--- config.mk ---
export PLATFORM = sky130hd
export DESIGN_NAME = control_unit
export DESIGN_NICKNAME = d
export VERILOG_FILES = /design/src/rtl/control_unit.sv
export SDC_FILE = /design/constraint.sdc
export NUM_CORES = 1
export LEC_CHECK = 0
export CAP_MARGIN = 20
export CORE_MARGIN = 4
export CORE_UTILIZATION = 40
export DETAILED_ROUTE_END_ITERATION = 16
export GPL_ROUTABILITY_DRIVEN = 1
export GPL_TIMING_DRIVEN = 0
export PLACE_DENSITY = 0.85
export SKIP_LAST_GASP = 1
export SYNTH_ARGS = -nofsm -noshare
export SYNTH_HDL_FRONTEND = slang
export SYNTH_SLANG_ARGS = --single-unit
--- constraint.sdc ---
create_clock -name clock -period 2.77 [get_ports clock]
set_input_delay 0.554 -clock clock [delete_from_list [all_inputs] [get_ports clock]]
set_output_delay 0.554 -clock clock [all_outputs]
set_load 0.05 [all_outputs]
--- src/rtl/control_unit.sv ---
// Hardwired Moore sequencer for the miniSRC datapath: a step counter plus IR opcode
// decode drive every datapath control strobe.
module control_unit #(
    parameter logic [4:0] NOP_OP = 5'b11010,
    parameter logic [4:0] ADD_OP = 5'b00011
) (
    input  logic        clock,
    input  logic        clear,
    input  logic [31:0] IR,
    input  logic        CONFF_out,
    output logic        Gra,
    output logic        Grb,
    output logic        Grc,
    output logic        Rin,
    output logic        Rout,
    output logic        BAout,
    output logic        PCout,
    output logic        IncPC,
    output logic        PCin,
    output logic        IRin,
    output logic        Yin,
    output logic        HIout,
    output logic        HIin,
    output logic        LOout,
    output logic        LOin,
    output logic        Cout,
    output logic        Zhighout,
    output logic        Zlowout,
    output logic        Zin,
    output logic        MDRout,
    output logic        MDRin,
    output logic        MARin,
    output logic        memRead,
    output logic        memWrite,
    output logic        inPortOut,
    output logic        outPort_en,
    output logic        CONin,
    output logic [4:0]  opcode,
    output logic        run
);

    localparam logic [4:0] OpLd   = 5'b00000;
    localparam logic [4:0] OpLdi  = 5'b00001;
    localparam logic [4:0] OpSt   = 5'b00010;
    localparam logic [4:0] OpAdd  = 5'b00011;
    localparam logic [4:0] OpAnd  = 5'b01010;
    localparam logic [4:0] OpOr   = 5'b01011;
    localparam logic [4:0] OpAddi = 5'b01100;
    localparam logic [4:0] OpAndi = 5'b01101;
    localparam logic [4:0] OpOri  = 5'b01110;
    localparam logic [4:0] OpMul  = 5'b01111;
    localparam logic [4:0] OpDiv  = 5'b10000;
    localparam logic [4:0] OpNeg  = 5'b10001;
    localparam logic [4:0] OpNot  = 5'b10010;
    localparam logic [4:0] OpBr   = 5'b10011;
    localparam logic [4:0] OpJr   = 5'b10100;
    localparam logic [4:0] OpIn   = 5'b10110;
    localparam logic [4:0] OpOut  = 5'b10111;
    localparam logic [4:0] OpMfhi = 5'b11000;
    localparam logic [4:0] OpMflo = 5'b11001;
    localparam logic [4:0] OpHalt = 5'b11011;

    typedef enum logic [3:0] {
        StReset, StT0, StT1, StT2, StT3, StT4, StT5, StT6, StT7, StHalt
    } state_t;

    state_t     state_q, state_d, last_step;
    logic [4:0] op;
    logic       is_ralu, is_ialu, is_unary, is_muldiv, is_ldst, is_single;

    assign op        = IR[31:27];
    assign is_ralu   = (op >= OpAdd) && (op <= OpOr);
    assign is_ialu   = (op >= OpAddi) && (op <= OpOri);
    assign is_unary  = (op == OpNeg) || (op == OpNot);
    assign is_muldiv = (op == OpMul) || (op == OpDiv);
    assign is_ldst   = (op == OpLd) || (op == OpLdi) || (op == OpSt);
    assign is_single = op inside {OpJr, OpIn, OpOut, OpMfhi, OpMflo};

    // Final execute step per opcode class; StT0 means fetch-only (nop, jal, undefined).
    always_comb begin
        last_step = StT0;
        if (is_ralu || is_ialu || op == OpLdi) last_step = StT5;
        else if (is_unary)                     last_step = StT4;
        else if (is_muldiv || op == OpBr)      last_step = StT6;
        else if (op == OpLd || op == OpSt)     last_step = StT7;
        else if (is_single)                    last_step = StT3;
    end

    always_comb begin
        state_d = state_q;
        case (state_q)
            StReset: state_d = StT0;
            StT0:    state_d = StT1;
            StT1:    state_d = StT2;
            StT2: begin
                if (op == OpHalt)              state_d = StHalt;
                else if (last_step == StT0)    state_d = StT0;
                else                           state_d = StT3;
            end
            StT3, StT4, StT5, StT6, StT7:
                state_d = (state_q >= last_step) ? StT0 : state_t'(state_q + 4'd1);
            StHalt:  state_d = StHalt;
            default: state_d = StReset;
        endcase
    end

    always_ff @(posedge clock) begin
        if (!clear) state_q <= StReset;
        else        state_q <= state_d;
    end

    always_comb begin
        {Gra, Grb, Grc, Rin, Rout, BAout}                       = '0;
        {PCout, IncPC, PCin, IRin}                              = '0;
        {Yin, HIout, HIin, LOout, LOin, Cout, Zhighout, Zlowout, Zin} = '0;
        {MDRout, MDRin, MARin, memRead, memWrite}               = '0;
        {inPortOut, outPort_en, CONin}                          = '0;
        opcode = NOP_OP;
        run    = 1'b1;
        case (state_q)
            StT0: {PCout, MARin, IncPC, Zin} = '1;
            StT1: {Zlowout, PCin, memRead, MDRin} = '1;
            StT2: {MDRout, IRin} = '1;
            StT3: begin
                if (is_ralu || is_ialu) {Grb, Rout, Yin} = '1;
                else if (is_unary) begin
                    {Grb, Rout, Zin} = '1;
                    opcode = op;
                end
                else if (is_muldiv)     {Gra, Rout, Yin} = '1;
                else if (is_ldst)       {Grb, BAout, Yin} = '1;
                else if (op == OpBr)    {Gra, Rout, CONin} = '1;
                else if (op == OpJr)    {Gra, Rout, PCin} = '1;
                else if (op == OpIn)    {inPortOut, Gra, Rin} = '1;
                else if (op == OpOut)   {Gra, Rout, outPort_en} = '1;
                else if (op == OpMfhi)  {HIout, Gra, Rin} = '1;
                else if (op == OpMflo)  {LOout, Gra, Rin} = '1;
            end
            StT4: begin
                if (is_ralu || is_muldiv) begin
                    if (is_ralu) {Grc, Rout, Zin} = '1;
                    else         {Grb, Rout, Zin} = '1;
                    opcode = op;
                end
                else if (is_ialu) begin
                    {Cout, Zin} = '1;
                    opcode = (op == OpAndi) ? OpAnd : (op == OpOri) ? OpOr : OpAdd;
                end
                else if (is_unary)      {Zlowout, Gra, Rin} = '1;
                else if (is_ldst) begin
                    {Cout, Zin} = '1;
                    opcode = ADD_OP;
                end
                else if (op == OpBr)    {PCout, Yin} = '1;
            end
            StT5: begin
                if (is_ralu || is_ialu || op == OpLdi) {Zlowout, Gra, Rin} = '1;
                else if (is_muldiv)                    {Zlowout, LOin} = '1;
                else if (op == OpLd || op == OpSt)     {Zlowout, MARin} = '1;
                else if (op == OpBr) begin
                    {Cout, Zin} = '1;
                    opcode = ADD_OP;
                end
            end
            StT6: begin
                if (is_muldiv)                  {Zhighout, HIin} = '1;
                else if (op == OpLd)            {memRead, MDRin} = '1;
                else if (op == OpSt)            {Gra, Rout, MDRin} = '1;
                else if (op == OpBr && CONFF_out) {Zlowout, PCin} = '1;
            end
            StT7: begin
                if (op == OpLd)      {MDRout, Gra, Rin} = '1;
                else if (op == OpSt) memWrite = 1'b1;
            end
            StReset, StHalt: run = 1'b0;
            default: run = 1'b0;
        endcase
    end

endmodule

==> flow report, run 1 <==
============================================================================
Status ........................................................    completed
Path category of the worst min-delay check .................... flip-flop to flip-flop
Residual DRC ..................................................            0
Wire length on met1 ...........................................      1.94 mm
Instance count along the most critical hold path ..............            2
Tightest Pin Transition .......................................       509 ps
Area after detailed placement ................................. 0.00179 mm^2
Worst hold margin .............................................       597 ps
Setup Crit Path Kind .......................................... flip-flop to output port
Num tapcells ..................................................           44
Comb/total area ...............................................        0.614
Top post-synthesis cells by count ............................. sky130_fd_sc_hd__nand2_1, sky130_fd_sc_hd__nor2_1, sky130_fd_sc_hd__buf_2
Nature of the critical path endpoint ..........................  output port
Sinks on the clock net ........................................            4
Count of input and output buffers .............................           39
Dominant register cell ........................................ sky130_fd_sc_hd__dfxtp_1
Final number of hold-violating endpoints ......................            0
Worst clock skew ..............................................      2.24 ps
Number of cells on the worst reg-to-reg path ..................            7
Synth async-reset ratio .......................................            0
Met2 track demand over resource ...............................        0.369
Post-synth tally of flip-flops with integrated enable .........            0
Power Density .................................................  464 mW/mm^2
Multi-input gate count ........................................          163
Number of nets in the finished design .........................          295
Kind of start point of the critical path ......................    flip-flop
Portion of the layout cell area used by non-clock buffers .....        0.289
Worst rel slew slack ..........................................        0.660
Top library cells by usage in the layout, fill and taps aside . sky130_fd_sc_hd__buf_4, sky130_fd_sc_hd__nand2_1, sky130_fd_sc_hd__buf_2
Antenna violation net count after detailed routing ............            0
Post-layout min period ........................................      2730 ps
Number of filler cells placed in the layout ...................          282
Endpoint of the worst-slack reg-to-reg timing path ............   state_q[1]
Nets in the synthesized netlist ...............................          241
Top cells by area, synth ...................................... sky130_fd_sc_hd__ha_1, sky130_fd_sc_hd__dfxtp_1, sky130_fd_sc_hd__nand2_1
Post-CTS setup-driven buffer insertion count ..................            2
Arrival time reported for the critical path endpoint ..........      2170 ps
Maximum level of the CTS H-tree ...............................            1
FP Core Util ..................................................        0.424
Vias/cell .....................................................         6.20
Area used by sequential logic in the layout ...................    80.1 um^2
============================================================================
Run 1, congestion heat map:
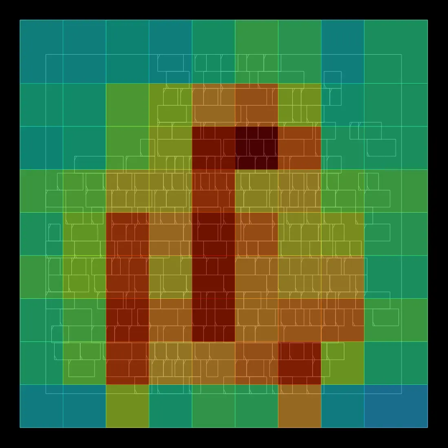
Core Util, Final: 0.635
met3 usage: 0.0410

Run 1, M3 wires:
Scale: 8 px per um.
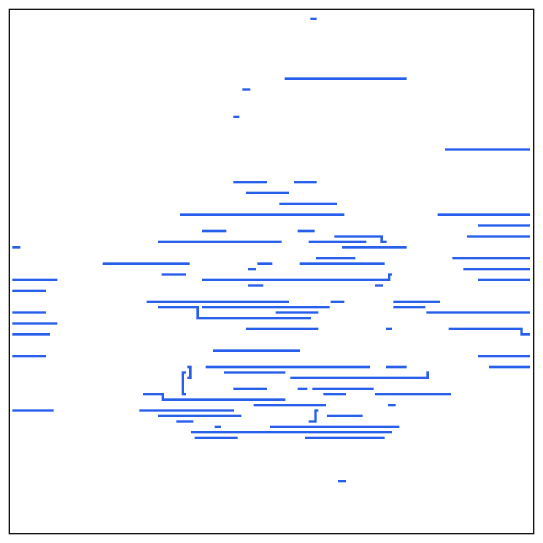
- share of all routed wire: 11%
- longest straight run: 24.8 um
- wire length on this layer: 557 um
- main direction: horizontal
- nets with wire on the layer: 60
vias post-DR: 1824
Routed Wire Length: 5.15 mm

Run 1, sizing map:
Scale: 6 px per um.
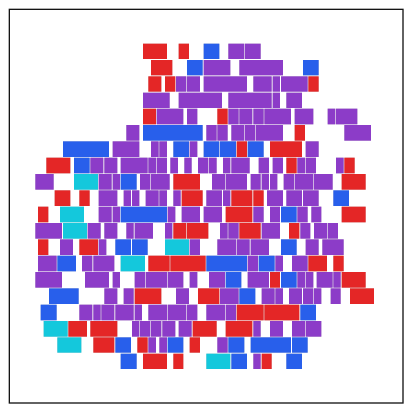
- _0 and _1 cells: purple (cells 157)
- _3 and _4 cells: blue (cells 34)
- _6 and larger: cyan (cells 8)
- _2 cells: red (cells 51)
worst setup slack after layout: 44.4 ps
P&R area growth vs syn: 49.6%

Run 1, placed cells, one color a class:
Scale: 6 px per um. Fill, decap, tap and diode cells in gray.
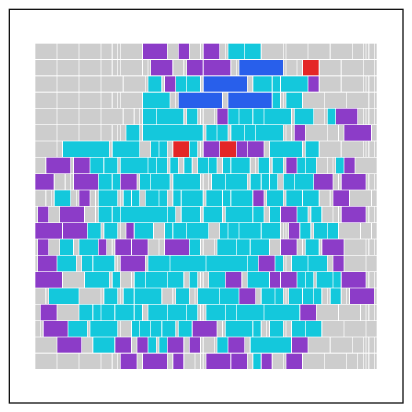
- remaining buffers and delay cells: purple (cells 71)
- sequential cells: blue (cells 4)
- clock drivers: red (cells 3)
- combinational and other logic: cyan (cells 172)
Cell Rows: 20
core region area: 0.00310 mm^2
sequential share of cell area: 0.0407
Finished Cell Area: 0.00197 mm^2

Run 1, logic cells by family:
Scale: 6 px per um.
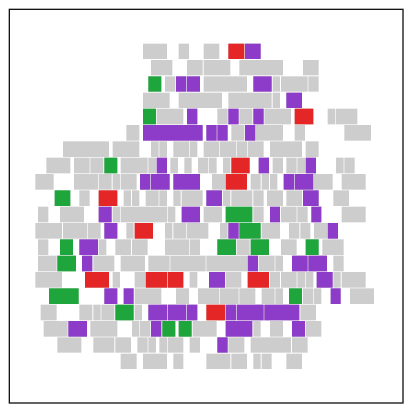

==> run 1 -> run 2 <==
--- a/config.mk
+++ b/config.mk
@@ -5,13 +5,14 @@
 export SDC_FILE = /design/constraint.sdc
 export NUM_CORES = 1
 export LEC_CHECK = 0
+export ABC_AREA = 1
 export CAP_MARGIN = 20
-export CORE_MARGIN = 4
-export CORE_UTILIZATION = 40
+export CORE_MARGIN = 3
+export CORE_UTILIZATION = 36
 export DETAILED_ROUTE_END_ITERATION = 16
 export GPL_ROUTABILITY_DRIVEN = 1
 export GPL_TIMING_DRIVEN = 0
-export PLACE_DENSITY = 0.85
+export PLACE_DENSITY = 0.86
 export SKIP_LAST_GASP = 1
 export SYNTH_ARGS = -nofsm -noshare
 export SYNTH_HDL_FRONTEND = slang
Run 2, logic cells by family:
Scale: 6 px per um.
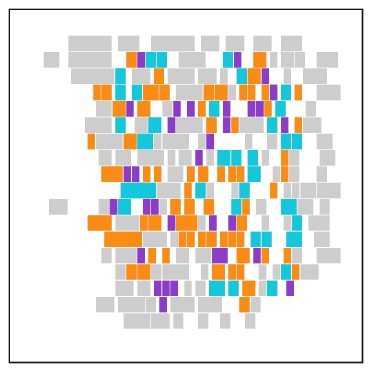
- inv cells: purple (cells 31)
- aoi and oai cells: cyan (cells 34)
- nand cells: orange (cells 65)
top logic cell by instance count in the layout: sky130_fd_sc_hd__nand2_1
Comb/total area: 0.589
non-filler cells in the finished layout: 263

==> flow report, run 2 <==
============================================================================
Status ........................................................    completed
Maximum level of the CTS H-tree ...............................            1
Portion of the layout cell area used by non-clock buffers .....        0.234
Post-CTS setup-driven buffer insertion count ..................            1
Nature of the critical path endpoint ..........................  output port
Post-layout min period ........................................      2640 ps
Dominant register cell ........................................ sky130_fd_sc_hd__dfxtp_1
Num tapcells ..................................................           30
Endpoint of the worst-slack reg-to-reg timing path ............   state_q[3]
Worst setup slack after layout ................................       127 ps
Top post-synthesis cells by count ............................. sky130_fd_sc_hd__nand2_1, sky130_fd_sc_hd__nor2_1, sky130_fd_sc_hd__inv_1
Final number of hold-violating endpoints ......................            0
Synth async-reset ratio .......................................            0
Arrival time reported for the critical path endpoint ..........      2090 ps
Kind of start point of the critical path ......................    flip-flop
Core region area .............................................. 0.00254 mm^2
FP Core Util ..................................................        0.392
Antenna violation net count after detailed routing ............            0
Finished Cell Area ............................................ 0.00147 mm^2
Worst hold margin .............................................       695 ps
Sinks on the clock net ........................................            4
Setup Crit Path Kind .......................................... flip-flop to output port
Number of filler cells placed in the layout ...................          265
Top library cells by usage in the layout, fill and taps aside . sky130_fd_sc_hd__nand2_1, sky130_fd_sc_hd__inv_1, sky130_fd_sc_hd__nor2_1
Cell Rows .....................................................           18
P&R area growth vs syn ........................................        47.3%
Power Density .................................................  398 mW/mm^2
============================================================================
Run 2, M3 wires:
Scale: 8 px per um.
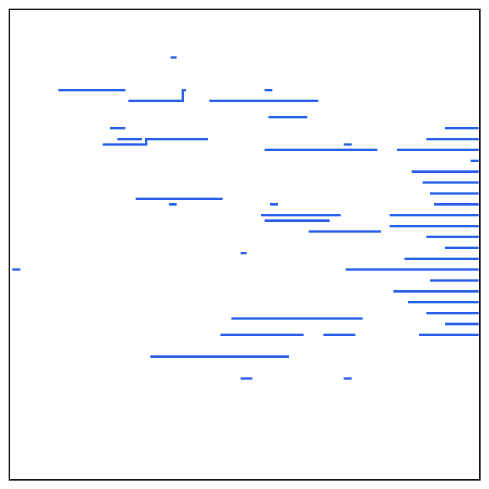
- wire length on this layer: 301 um
- longest straight run: 17.0 um
- main direction: horizontal
met3 usage: 0.0329
vias post-DR: 1432
Routed Wire Length: 3.39 mm

Run 2, congestion heat map:
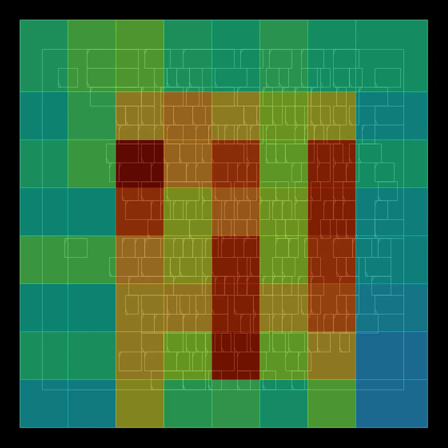

==> run 2 -> run 3 <==
==> constraint.sdc (replaced) <==
create_clock -name clock -period 2.77 [get_ports clock]
set_input_delay 0.554 -clock clock [delete_from_list [all_inputs] [get_ports clock]]
set_output_delay 0.554 -clock clock [all_outputs]
set_load 0.01 [all_outputs]
Run 3, congestion heat map:
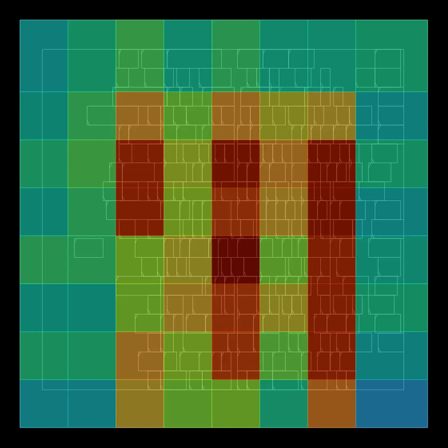
wire length per cell after detailed routing: 13.4 um
most heavily used metal layer in global routing: met2
met1 Usage GRT: 0.248
Core Util, Final: 0.625
met2 track demand over resource: 0.348

Run 3, M3 wires:
Scale: 8 px per um.
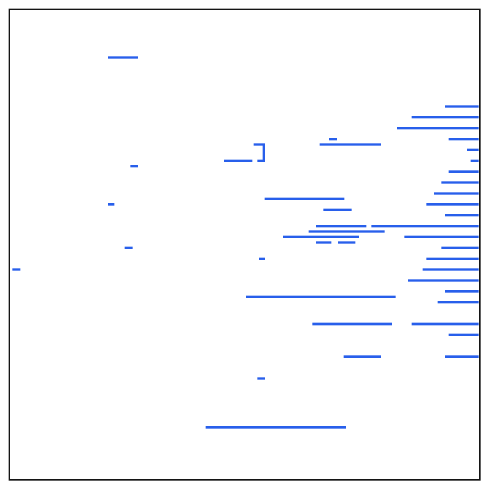
- wire length on this layer: 235 um
- share of all routed wire: 6.5%
- main direction: horizontal
- nets with wire on the layer: 38
Routed Wire Length: 3.60 mm
vias post-DR: 1484

==> flow report, run 3 <==
============================================================================
Endpoint of the worst-slack reg-to-reg timing path ............   state_q[0]
Status ........................................................    completed
Path category of the worst min-delay check .................... flip-flop to flip-flop
Worst setup slack after layout ................................      33.7 ps
Cell Rows .....................................................           18
Num tapcells ..................................................           30
Dominant register cell ........................................ sky130_fd_sc_hd__dfxtp_1
Top post-synthesis cells by count ............................. sky130_fd_sc_hd__nand2_1, sky130_fd_sc_hd__nor2_1, sky130_fd_sc_hd__inv_1
Area after detailed placement ................................. 0.00144 mm^2
Post-synth tally of flip-flops with integrated enable .........            0
Non-filler cells in the finished layout .......................          268
Count of input and output buffers .............................           40
Top library cells by usage in the layout, fill and taps aside . sky130_fd_sc_hd__nand2_1, sky130_fd_sc_hd__clkdlybuf4s50_1, sky130_fd_sc_hd__nor2_1
Core region area .............................................. 0.00254 mm^2
Nature of the critical path endpoint ..........................  output port
Tightest Pin Transition .......................................       384 ps
Top cells by area, synth ...................................... sky130_fd_sc_hd__nand2_1, sky130_fd_sc_hd__nor2_1, sky130_fd_sc_hd__inv_1
Post-layout min period ........................................      2740 ps
Area used by sequential logic in the layout ...................    83.8 um^2
Instance count along the most critical hold path ..............            3
Portion of the layout cell area used by non-clock buffers .....        0.282
Sinks on the clock net ........................................            4
============================================================================
Power figures rest on the tool's default switching activity, not on a simulated workload.
